==> config.mk <==
export PLATFORM = sky130hd
export DESIGN_NAME = flash_arb_flat
export DESIGN_NICKNAME = d
export VERILOG_FILES = /design/src/rtl/flash_arb_if.sv /design/src/rtl/flash_arb.sv /design/src/flat_wrapper.sv
export SDC_FILE = /design/constraint.sdc
export NUM_CORES = 1
export LEC_CHECK = 0
export ABC_AREA = 1
export CAP_MARGIN = 20
export CELL_PAD_IN_SITES_DETAIL_PLACEMENT = 1
export CELL_PAD_IN_SITES_GLOBAL_PLACEMENT = 1
export CORE_MARGIN = 2
export CORE_UTILIZATION = 29
export CTS_CLUSTER_SIZE = 24
export DETAILED_ROUTE_END_ITERATION = 10
export GPL_ROUTABILITY_DRIVEN = 0
export PLACE_DENSITY = 0.82
export SLEW_MARGIN = 15
export SYNTH_ARGS = -nofsm -noshare
export SYNTH_HDL_FRONTEND = slang
export SYNTH_SLANG_ARGS = --single-unit
==> constraint.sdc <==
create_clock -name wb_clk -period 3.4 [get_ports wb_clk]
set_input_delay 0.51 -clock wb_clk [delete_from_list [all_inputs] [get_ports wb_clk]]
set_output_delay 0.51 -clock wb_clk [all_outputs]
set_load 0.05 [all_outputs]
==> src/rtl/flash_arb_if.sv <==
// Bundle of the instruction-fetch, data-read and flash-reader handshake signals.
// The slave modport is the arbiter's view; master is the requester/flash side.
interface flash_arb_if;
  logic [31:0] wb_ibus_adr;
  logic        wb_ibus_cyc;
  logic [31:0] wb_ibus_rdt;
  logic        wb_ibus_ack;
  logic [31:0] wb_dbus_adr;
  logic        wb_dbus_cyc;
  logic [31:0] wb_dbus_rdt;
  logic        wb_dbus_ack;
  logic [31:0] wb_flash_adr;
  logic        wb_flash_cyc;
  logic [31:0] wb_flash_rdt;
  logic        wb_flash_ack;

  modport slave (
    input  wb_ibus_adr, wb_ibus_cyc, wb_dbus_adr, wb_dbus_cyc, wb_flash_rdt, wb_flash_ack,
    output wb_ibus_rdt, wb_ibus_ack, wb_dbus_rdt, wb_dbus_ack, wb_flash_adr, wb_flash_cyc
  );

  modport master (
    output wb_ibus_adr, wb_ibus_cyc, wb_dbus_adr, wb_dbus_cyc, wb_flash_rdt, wb_flash_ack,
    input  wb_ibus_rdt, wb_ibus_ack, wb_dbus_rdt, wb_dbus_ack, wb_flash_adr, wb_flash_cyc
  );
endinterface

==> src/rtl/flash_arb.sv <==
// Round-robin arbiter sharing one SPI flash reader between ibus fetches and dbus reads.
// Optional grant watchdog enabled by defining FLASH_ARB_TIMEOUT_EN.
module flash_arb #(
  parameter int TIMEOUT = 1024
) (
  input  logic        wb_clk,
  input  logic        wb_rst,
  flash_arb_if.slave  bus,
  output logic        busy,
  output logic        timeout_err
);

  typedef enum logic [1:0] {IDLE, GRANT_I, GRANT_D, DONE} state_t;

  state_t      state_reg, state_next;
  logic        last_reg, last_next;          // 1: dbus was served last
  logic [31:0] flash_adr_reg, flash_adr_next;
  logic        flash_cyc_reg, flash_cyc_next;
  logic [31:0] ibus_rdt_reg, ibus_rdt_next;
  logic [31:0] dbus_rdt_reg, dbus_rdt_next;
  logic        ibus_ack_reg, ibus_ack_next;
  logic        dbus_ack_reg, dbus_ack_next;

  logic        req_cyc;
  logic        done_hit;
  logic [31:0] done_data;

`ifdef FLASH_ARB_TIMEOUT_EN
  localparam int CNT_W = (TIMEOUT > 1) ? $clog2(TIMEOUT) : 1;
  logic [CNT_W-1:0] cnt_reg, cnt_next;
  logic             terr_reg, terr_next;
`endif

  always_comb begin
    state_next     = state_reg;
    last_next      = last_reg;
    flash_adr_next = flash_adr_reg;
    flash_cyc_next = flash_cyc_reg;
    ibus_rdt_next  = ibus_rdt_reg;
    dbus_rdt_next  = dbus_rdt_reg;
    ibus_ack_next  = 1'b0;
    dbus_ack_next  = 1'b0;
    req_cyc        = 1'b0;
    done_hit       = 1'b0;
    done_data      = bus.wb_flash_rdt;
`ifdef FLASH_ARB_TIMEOUT_EN
    cnt_next       = cnt_reg;
    terr_next      = terr_reg;
`endif

    case (state_reg)
      IDLE: begin
        // On a tie the requester not served last wins.
        if (bus.wb_ibus_cyc && (!bus.wb_dbus_cyc || last_reg)) begin
          state_next     = GRANT_I;
          last_next      = 1'b0;
          flash_adr_next = bus.wb_ibus_adr;
          flash_cyc_next = 1'b1;
`ifdef FLASH_ARB_TIMEOUT_EN
          cnt_next       = '0;
`endif
        end else if (bus.wb_dbus_cyc) begin
          state_next     = GRANT_D;
          last_next      = 1'b1;
          flash_adr_next = bus.wb_dbus_adr;
          flash_cyc_next = 1'b1;
`ifdef FLASH_ARB_TIMEOUT_EN
          cnt_next       = '0;
`endif
        end
      end
      GRANT_I, GRANT_D: begin
        req_cyc = (state_reg == GRANT_I) ? bus.wb_ibus_cyc : bus.wb_dbus_cyc;
        // An abort takes priority over a flash ack arriving in the same cycle.
        if (!req_cyc) begin
          state_next     = IDLE;
          flash_cyc_next = 1'b0;
        end else if (bus.wb_flash_ack) begin
          done_hit = 1'b1;
        end
`ifdef FLASH_ARB_TIMEOUT_EN
        else if (cnt_reg == CNT_W'(TIMEOUT - 1)) begin
          done_hit  = 1'b1;
          done_data = 32'hFFFF_FFFF;
          terr_next = 1'b1;
        end else begin
          cnt_next = cnt_reg + 1'b1;
        end
`endif
      end
      DONE: state_next = IDLE;
      default: state_next = IDLE;
    endcase

    if (done_hit) begin
      state_next     = DONE;
      flash_cyc_next = 1'b0;
      if (state_reg == GRANT_I) begin
        ibus_rdt_next = done_data;
        ibus_ack_next = 1'b1;
      end else begin
        dbus_rdt_next = done_data;
        dbus_ack_next = 1'b1;
      end
    end
  end

  always_ff @(posedge wb_clk or posedge wb_rst) begin
    if (wb_rst) begin
      state_reg     <= IDLE;
      last_reg      <= 1'b1;
      flash_adr_reg <= '0;
      flash_cyc_reg <= 1'b0;
      ibus_rdt_reg  <= '0;
      dbus_rdt_reg  <= '0;
      ibus_ack_reg  <= 1'b0;
      dbus_ack_reg  <= 1'b0;
`ifdef FLASH_ARB_TIMEOUT_EN
      cnt_reg       <= '0;
      terr_reg      <= 1'b0;
`endif
    end else begin
      state_reg     <= state_next;
      last_reg      <= last_next;
      flash_adr_reg <= flash_adr_next;
      flash_cyc_reg <= flash_cyc_next;
      ibus_rdt_reg  <= ibus_rdt_next;
      dbus_rdt_reg  <= dbus_rdt_next;
      ibus_ack_reg  <= ibus_ack_next;
      dbus_ack_reg  <= dbus_ack_next;
`ifdef FLASH_ARB_TIMEOUT_EN
      cnt_reg       <= cnt_next;
      terr_reg      <= terr_next;
`endif
    end
  end

  assign bus.wb_flash_adr = flash_adr_reg;
  assign bus.wb_flash_cyc = flash_cyc_reg;
  assign bus.wb_ibus_rdt  = ibus_rdt_reg;
  assign bus.wb_ibus_ack  = ibus_ack_reg;
  assign bus.wb_dbus_rdt  = dbus_rdt_reg;
  assign bus.wb_dbus_ack  = dbus_ack_reg;
  assign busy             = (state_reg != IDLE);

`ifdef FLASH_ARB_TIMEOUT_EN
  assign timeout_err = terr_reg;
`else
  assign timeout_err = 1'b0 & (TIMEOUT == 0);
`endif

endmodule
==> src/flat_wrapper.sv <==
// flat-port wrapper written by rule: the top's interface ports become plain ports
module flash_arb_flat 
#(
  parameter int TIMEOUT = 1024
)
  (wb_clk, wb_rst, busy, timeout_err, bus_wb_ibus_adr, bus_wb_ibus_cyc, bus_wb_dbus_adr, bus_wb_dbus_cyc, bus_wb_flash_rdt, bus_wb_flash_ack, bus_wb_ibus_rdt, bus_wb_ibus_ack, bus_wb_dbus_rdt, bus_wb_dbus_ack, bus_wb_flash_adr, bus_wb_flash_cyc);
  flash_arb_if bus_i ();
  input  logic wb_clk;
  input  logic wb_rst;
  output logic busy;
  output logic timeout_err;
  input wire logic [$bits(bus_i.wb_ibus_adr)-1:0] bus_wb_ibus_adr;
  input wire logic [$bits(bus_i.wb_ibus_cyc)-1:0] bus_wb_ibus_cyc;
  input wire logic [$bits(bus_i.wb_dbus_adr)-1:0] bus_wb_dbus_adr;
  input wire logic [$bits(bus_i.wb_dbus_cyc)-1:0] bus_wb_dbus_cyc;
  input wire logic [$bits(bus_i.wb_flash_rdt)-1:0] bus_wb_flash_rdt;
  input wire logic [$bits(bus_i.wb_flash_ack)-1:0] bus_wb_flash_ack;
  output wire logic [$bits(bus_i.wb_ibus_rdt)-1:0] bus_wb_ibus_rdt;
  output wire logic [$bits(bus_i.wb_ibus_ack)-1:0] bus_wb_ibus_ack;
  output wire logic [$bits(bus_i.wb_dbus_rdt)-1:0] bus_wb_dbus_rdt;
  output wire logic [$bits(bus_i.wb_dbus_ack)-1:0] bus_wb_dbus_ack;
  output wire logic [$bits(bus_i.wb_flash_adr)-1:0] bus_wb_flash_adr;
  output wire logic [$bits(bus_i.wb_flash_cyc)-1:0] bus_wb_flash_cyc;
  assign bus_i.wb_ibus_adr = bus_wb_ibus_adr;
  assign bus_i.wb_ibus_cyc = bus_wb_ibus_cyc;
  assign bus_i.wb_dbus_adr = bus_wb_dbus_adr;
  assign bus_i.wb_dbus_cyc = bus_wb_dbus_cyc;
  assign bus_i.wb_flash_rdt = bus_wb_flash_rdt;
  assign bus_i.wb_flash_ack = bus_wb_flash_ack;
  assign bus_wb_ibus_rdt = bus_i.wb_ibus_rdt;
  assign bus_wb_ibus_ack = bus_i.wb_ibus_ack;
  assign bus_wb_dbus_rdt = bus_i.wb_dbus_rdt;
  assign bus_wb_dbus_ack = bus_i.wb_dbus_ack;
  assign bus_wb_flash_adr = bus_i.wb_flash_adr;
  assign bus_wb_flash_cyc = bus_i.wb_flash_cyc;
  flash_arb #(.TIMEOUT(TIMEOUT)) u_core (.wb_clk(wb_clk), .wb_rst(wb_rst), .bus(bus_i), .busy(busy), .timeout_err(timeout_err));
endmodule
### Signal wires on met1, run 1

Bar = 50 um. Supply wires on this layer in grey.
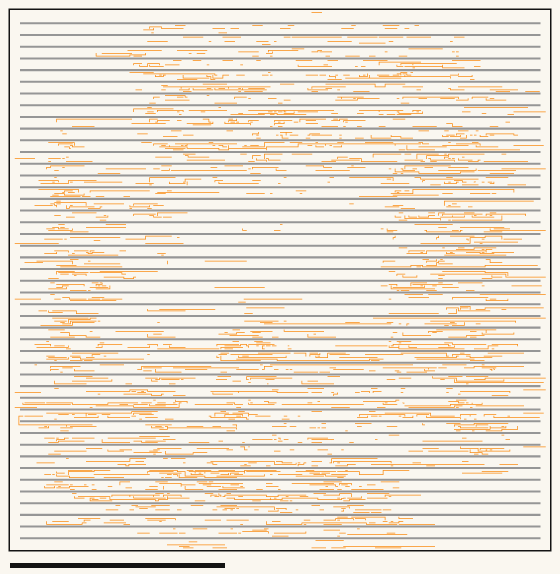
longest straight run: 40.0 um
nets with wire on the layer: 677
share of all routed wire: 40%
main direction: horizontal

### The metal 2 layer, run 1

Bar = 50 um.
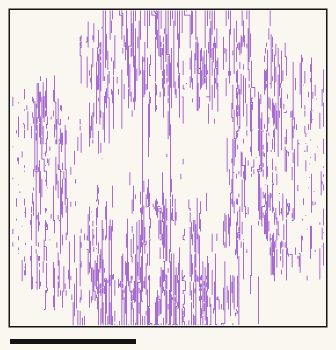
main direction: vertical
longest straight run: 62.6 um
nets with wire on the layer: 680
wire length on this layer: 7160 um
share of all routed wire: 52%

==> flow_metrics.py, run 1 <==
# Generated from Yosys and OpenROAD reports
metrics = {
    "sta": {
        "rsz0062_at_grt": "false",
        "finalCriticalPeriod_ns": 2.49,
        "timing.hold.ws_ns": 0.470,
        "finalSetupTns_ns": 0,
    },
    "finish": {
        "syn_to_final_growth_pct": 56.0,
    },
    "power": {
        "clock_net_power_uw": 991,
        "pwr-share-clk_pct": 12.9,
        "total_power_uw": 7660,
        "switchingPower_uw": 3910,
        "p_comb_share_pct": 58.9,
    },
    "global_route": {
        "grt_pass1_wl_um": 22600,
        "grt_pass1_vias": 4465,
        "grt_usage_pct": 17.9,
        "use_met2_pct": 32.4,
    },
    "run_status": {
        "outcome": "complete, no violations",
    },
    "setup_path": {
        "slowest_delay_ns": 0.83,
        "slowest_stage": "clkdlybuf4s50_1",
        "cp_num_buf_inv": 3,
    },
    "routing": {
        "wl_per_cell_um": 15.9,
    },
    "logic_synthesis": {
        "top_cell_area_share_pct": 59.0,
        "netlist_area_mm2": 0.00428,
    },
    "die": {
        "dieArea_mm2": 0.0157,
        "nWellTaps": 184,
    },
}
### Met3 routing, run 1

Cells faint in the background.
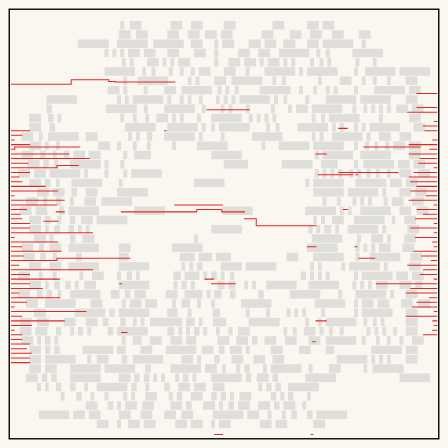
main direction: horizontal
share of all routed wire: 6.4%
nets with wire on the layer: 113
longest straight run: 23.7 um

run 1: placed cells by master, fill, tap and decap left out:
cell type / Yosys / layout
buf_4: 1 / 3
nand3_1: 6 / 6
o21a_1: 1 / 1
inv_4: 0 / 1
nand2_1: 232 / 232
o21ai_1: 22 / 21
o21ai_2: 0 / 1
nor2_1: 35 / 34
a21oi_2: 0 / 1
nor2_4: 2 / 2
clkinvlp_4: 0 / 2
nand4_1: 2 / 2
inv_1: 11 / 10
nand2_2: 3 / 3
buf_12: 0 / 1
clkbuf_16: 0 / 9
clkinv_2: 0 / 2
clkbuf_8: 0 / 2
conb_1: 1 / 1
clkdlybuf4s50_1: 0 / 200
nand3_4: 1 / 1
o21ai_0: 43 / 43
inv_2: 1 / 1
dfrtp_1: 101 / 101
buf_8: 0 / 1
clkinv_4: 0 / 1
nor2_2: 1 / 2
ha_1: 3 / 3
dfstp_2: 1 / 1
run 1: worst min-delay path by stage:
stage,startpoint,depth (start not counted),to
after CTS,u_core.bus.wb_dbus_rdt[28],2,u_core.bus.wb_dbus_rdt[28]
after floorplan,u_core.state_reg[1],2,u_core.state_reg[1]
after global routing,u_core.bus.wb_dbus_rdt[28],2,u_core.bus.wb_dbus_rdt[28]
after global placement,u_core.bus.wb_dbus_rdt[28],2,u_core.bus.wb_dbus_rdt[28]
after detailed placement,u_core.bus.wb_dbus_rdt[28],2,u_core.bus.wb_dbus_rdt[28]
final,u_core.bus.wb_dbus_rdt[28],2,u_core.bus.wb_dbus_rdt[28]
run 1: stage by stage:
step | util (%) | cell area, um2 | instances
floorplan | - | 4280 | 492
global placement | 44.0 | 6370 | 855
detailed placement | 44.0 | 6370 | 855
CTS | 46.0 | 6660 | 871
global route | 46.1 | 6680 | 872
finish | 46.1 | 6680 | 872
==> run 2: changes to the inputs <==
clock period = 2.3 ns   (was 3.4 ns; I/O delays follow)
### Met3 routing, run 2

Cells faint in the background.
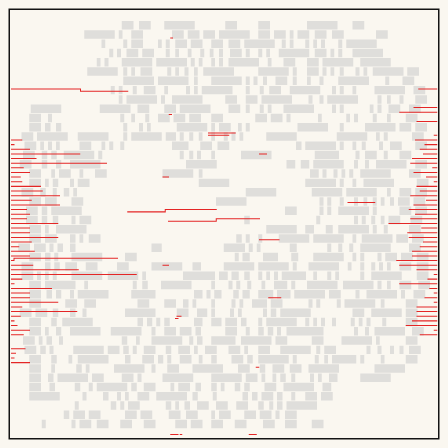
final WL: 13700 um
Via Count: 4022

### The metal 2 layer, run 2

Bar = 50 um.
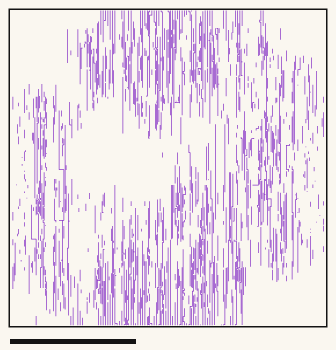
nets with wire on the layer: 673
share of all routed wire: 53%

==> flow_metrics.py, run 2 <==
# Generated from Yosys and OpenROAD reports
metrics = {
    "logic_synthesis": {
        "netlist_area_mm2": 0.00428,
        "fp_nets": 596,
        "top_cell_area_share_pct": 59.0,
    },
    "setup_path": {
        "endpoint": "u_core.bus.wb_ibus_rdt[13]",
        "worstReg2RegStart": "u_core.state_reg[1]",
    },
    "global_route": {
        "use_met2_pct": 32.8,
        "grt_pass1_wl_um": 22300,
        "grt_pass1_vias": 4444,
        "top_usage_layer": "met2",
        "grt_usage_pct": 17.5,
    },
    "sta": {
        "finalCriticalPeriod_ns": 2.03,
        "rsz0062_at_grt": "false",
        "finalSetupTns_ns": 0,
        "timing.hold.ws_ns": 0.450,
    },
    "routing": {
        "wl_per_cell_um": 15.6,
        "drtPass1Iterations": 4,
    },
    "clock_network": {
        "cts_tree": "yes",
    },
    "finish": {
        "layout_top_cells": "nand2_1, clkdlybuf4s50_1, dfrtp_1, o21ai_0, nor2_1",
        "final_area_mm2": 0.00678,
        "syn_to_final_growth_pct": 58.5,
        "lay_top_count": "nand2_1",
    },
    "placed_design": {
        "place_area_mm2": 0.00648,
    },
    "power": {
        "total_power_uw": 11500,
        "worst_ir_drop_vdd_v": 0.000712,
    },
    "die": {
        "rows": 44,
        "dieArea_mm2": 0.0157,
    },
    "run_status": {
        "outcome": "complete, no violations",
    },
    "flow_run": {
        "log.warning_count": 28,
    },
}
-- run 2: cell counts after synthesis --
Identical to the previous run, type by type.
-- run 2: final cells by class --
type / instances / area (um2) / area share (%)
sequential: 102 / 2550 / 37.6
tap: 184 / 230 / 3.39
timing repair buffer: 212 / 2150 / 31.7
multi-input combinational: 353 / 1500 / 22.1
clock buffer: 11 / 243 / 3.58
clock inverter: 5 / 57.6 / 0.848
inverter: 12 / 48.8 / 0.719
-- run 2: layer usage --
layer | share of wire, % | vias to the layer above
met2 | 53 | 116
met3 | 5.7 | 17
li1 | - | 1922
met1 | 40 | 1967
met4 | 1.6 | 0
met5 | 0 | -
-- run 2: per-stage QoR --
step	std cells	utilization (%)	setup WS, ns
2_1_floorplan	492	-	0.510
3_3_place_gp	863	44.8	0.320
3_5_place_dp	863	44.8	0.215
4_1_cts	879	46.9	0.246
5_1_grt	879	46.9	0.0217
6_report	879	46.9	0.267
-- run 2: cells by family after synthesis --
logic type / share of synthesized area, %
AND-OR/OR-AND: 7.89
adder cells (fa/ha/maj): 0.877
buffers and inverters: 5.55
flip-flops: 59.7
other: 0.0876
AND/OR/NAND/NOR: 25.9
-- run 2: power by group --
part	switching [uW]	total (uW)	internal, uW
registers	512	3180	2670
clock network	673	1550	877
logic	4600	6730	2130
total	5780	11500	5670
-- run 2: worst max-delay path, stage by stage, from the launching register on --
cell	delay, ns
dfrtp_1	0.40
inv_1	0.08
ha_1	0.30
nor2_1	0.10
nor2_2	0.19
nand3_4	0.16
inv_2	0.11
nand2_2	0.21
buf_12	0.24
nand2_1	0.07
nand2_1	0.06
==> run 3: changes to the inputs <==
HOLD_SLACK_MARGIN = 0.02   (was unset)
### Met3 routing, run 3

Cells faint in the background.
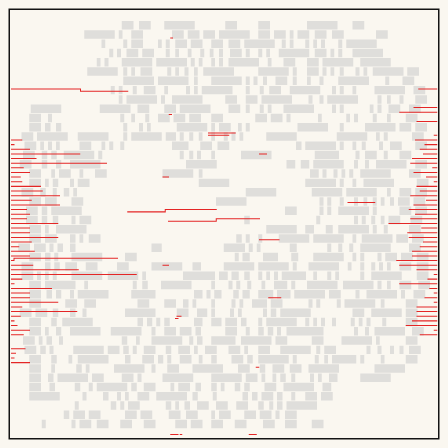
GR Util met3: 3.81%

### M4 wires, run 3

Bar = 50 um. Supply wires on this layer in grey.
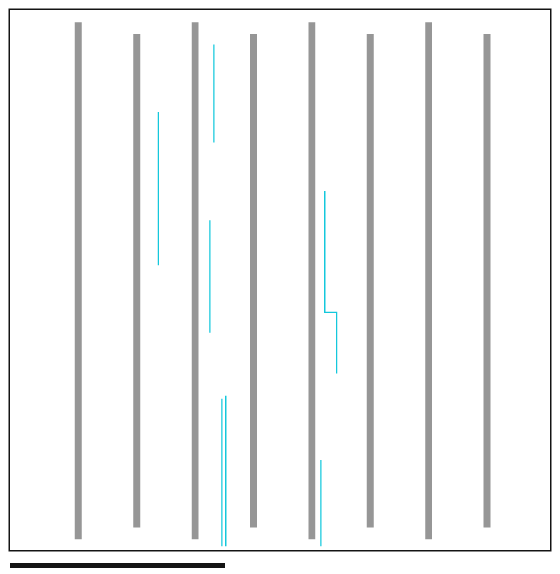
nets with wire on the layer: 6
share of all routed wire: 1.6%
main direction: vertical
longest straight run: 35.4 um

==> flow_metrics.py, run 3 <==
# Generated from Yosys and OpenROAD reports
metrics = {
    "run_status": {
        "outcome": "complete, no violations",
    },
    "routing": {
        "wl_met2_um": 7220,
        "routed.top_layer": "met4",
        "vias": 4022,
        "wirelength_um": 13700,
        "drt-initial-drc-count": 194,
        "met1_length_um": 5510,
    },
    "setup_path": {
        "worstPathMaxFanout": 18,
        "r2r_cells": 10,
        "slowest_stage": "dfrtp_1",
        "crit_path_frequent_cell": "nand2_1",
        "path_cells": "inv_1, ha_1, nor2_1, nor2_2, nand3_4, inv_2, nand2_2, buf_12, nand2_1, nand2_1",
        "worstReg2RegStart": "u_core.state_reg[1]",
        "slowest_delay_ns": 0.40,
    },
    "sta": {
        "finalCriticalPeriod_ns": 2.03,
        "timing.hold.ws_ns": 0.450,
        "finalSetupTns_ns": 0,
        "rsz0062_at_grt": "false",
        "timing.fmax_ghz": 0.492,
    },
    "die": {
        "rows": 44,
        "dieArea_mm2": 0.0157,
    },
    "global_route": {
        "use_met2_pct": 32.8,
        "top_usage_layer": "met2",
        "met1_usage_pct": 19.7,
        "grt_pass1_wl_um": 22300,
        "grt_usage_pct": 17.5,
        "grt_pass1_vias": 4444,
    },
    "flow_run": {
        "log.warning_count": 28,
    },
    "power": {
        "switchingPower_uw": 5780,
        "p_seq_share_pct": 27.7,
        "p_comb_share_pct": 58.7,
        "total_power_uw": 11500,
        "switching_share_pct": 50.5,
        "worst_ir_drop_vdd_v": 0.000712,
        "internal-power_uw": 5670,
    },
    "logic_synthesis": {
        "yosys_area_mm2": 0.00428,
        "netlist_area_mm2": 0.00428,
        "top_cell_area_share_pct": 59.0,
        "top_cells_by_count": "nand2_1, dfrtp_1, o21ai_0",
        "fp_nets": 596,
    },
    "placed_design": {
        "place_worst_setup_slack_ns": 0.215,
        "place_inst": 863,
        "place_area_mm2": 0.00648,
    },
    "finish": {
        "syn_to_final_growth_pct": 58.5,
        "layout_top_cells": "nand2_1, clkdlybuf4s50_1, dfrtp_1, o21ai_0, nor2_1",
        "final_area_mm2": 0.00678,
        "lay_top_count": "nand2_1",
        "fin_cells": 879,
        "fin_util_pct": 46.9,
    },
    "hold_path": {
        "min_path_type": "input pin to async pin",
    },
}
## run 3: cell counts after synthesis
Identical to the previous run, type by type.
## run 3: logic make-up after synthesis
family	Yosys count	synth area share [%]
flops	102	59.7
buf+inv	37	5.55
other cells	1	0.0876
compound gates	67	7.89
fa+ha+maj	3	0.877
simple gates	282	25.9
## run 3: power groups by stage
stage                     sequential (uW)  combinational, uW  clock, uW
after floorplan                      6010               1470          0
after global placement               3140               6620          0
after detailed placement             3200               6780          0
after CTS                            3190               6810       1590
after global routing                 3280               7140       1660
final                                3180               6730       1550
## run 3: how the worst max path moves through the flow
stage | startpoint | to | slack (ns)
3_5_place_dp | bus_wb_ibus_cyc | u_core.bus.wb_ibus_rdt[13] | 0.22
6_report | u_core.state_reg[1] | u_core.bus.wb_ibus_rdt[13] | 0.27
4_1_cts | u_core.state_reg[1] | u_core.bus.wb_ibus_rdt[13] | 0.25
2_1_floorplan | u_core.state_reg[0] | u_core.bus.wb_flash_adr[19] | 0.51
5_1_grt | u_core.state_reg[1] | u_core.bus.wb_ibus_rdt[6] | 0.02
3_3_place_gp | bus_wb_ibus_cyc | u_core.bus.wb_ibus_rdt[14] | 0.32
## run 3: layout make-up
cell class / instances / area [um2]
fillers: 1708 / 7690
flip-flops and latches: 102 / 2550
repair buffers: 212 / 2150
multi-input cells: 353 / 1500
clock buffers: 11 / 243
well taps: 184 / 230
clock inverters: 5 / 57.6
inverters: 12 / 48.8
## run 3: critical path: cells and delay by family (launching register included)
family / cells / cell delay [ns]
simple gates: 6 / 0.79
buf+inv: 3 / 0.43
flops: 1 / 0.40
fa+ha+maj: 1 / 0.30
No activity file was given, so power comes from the tool's default toggle rates.
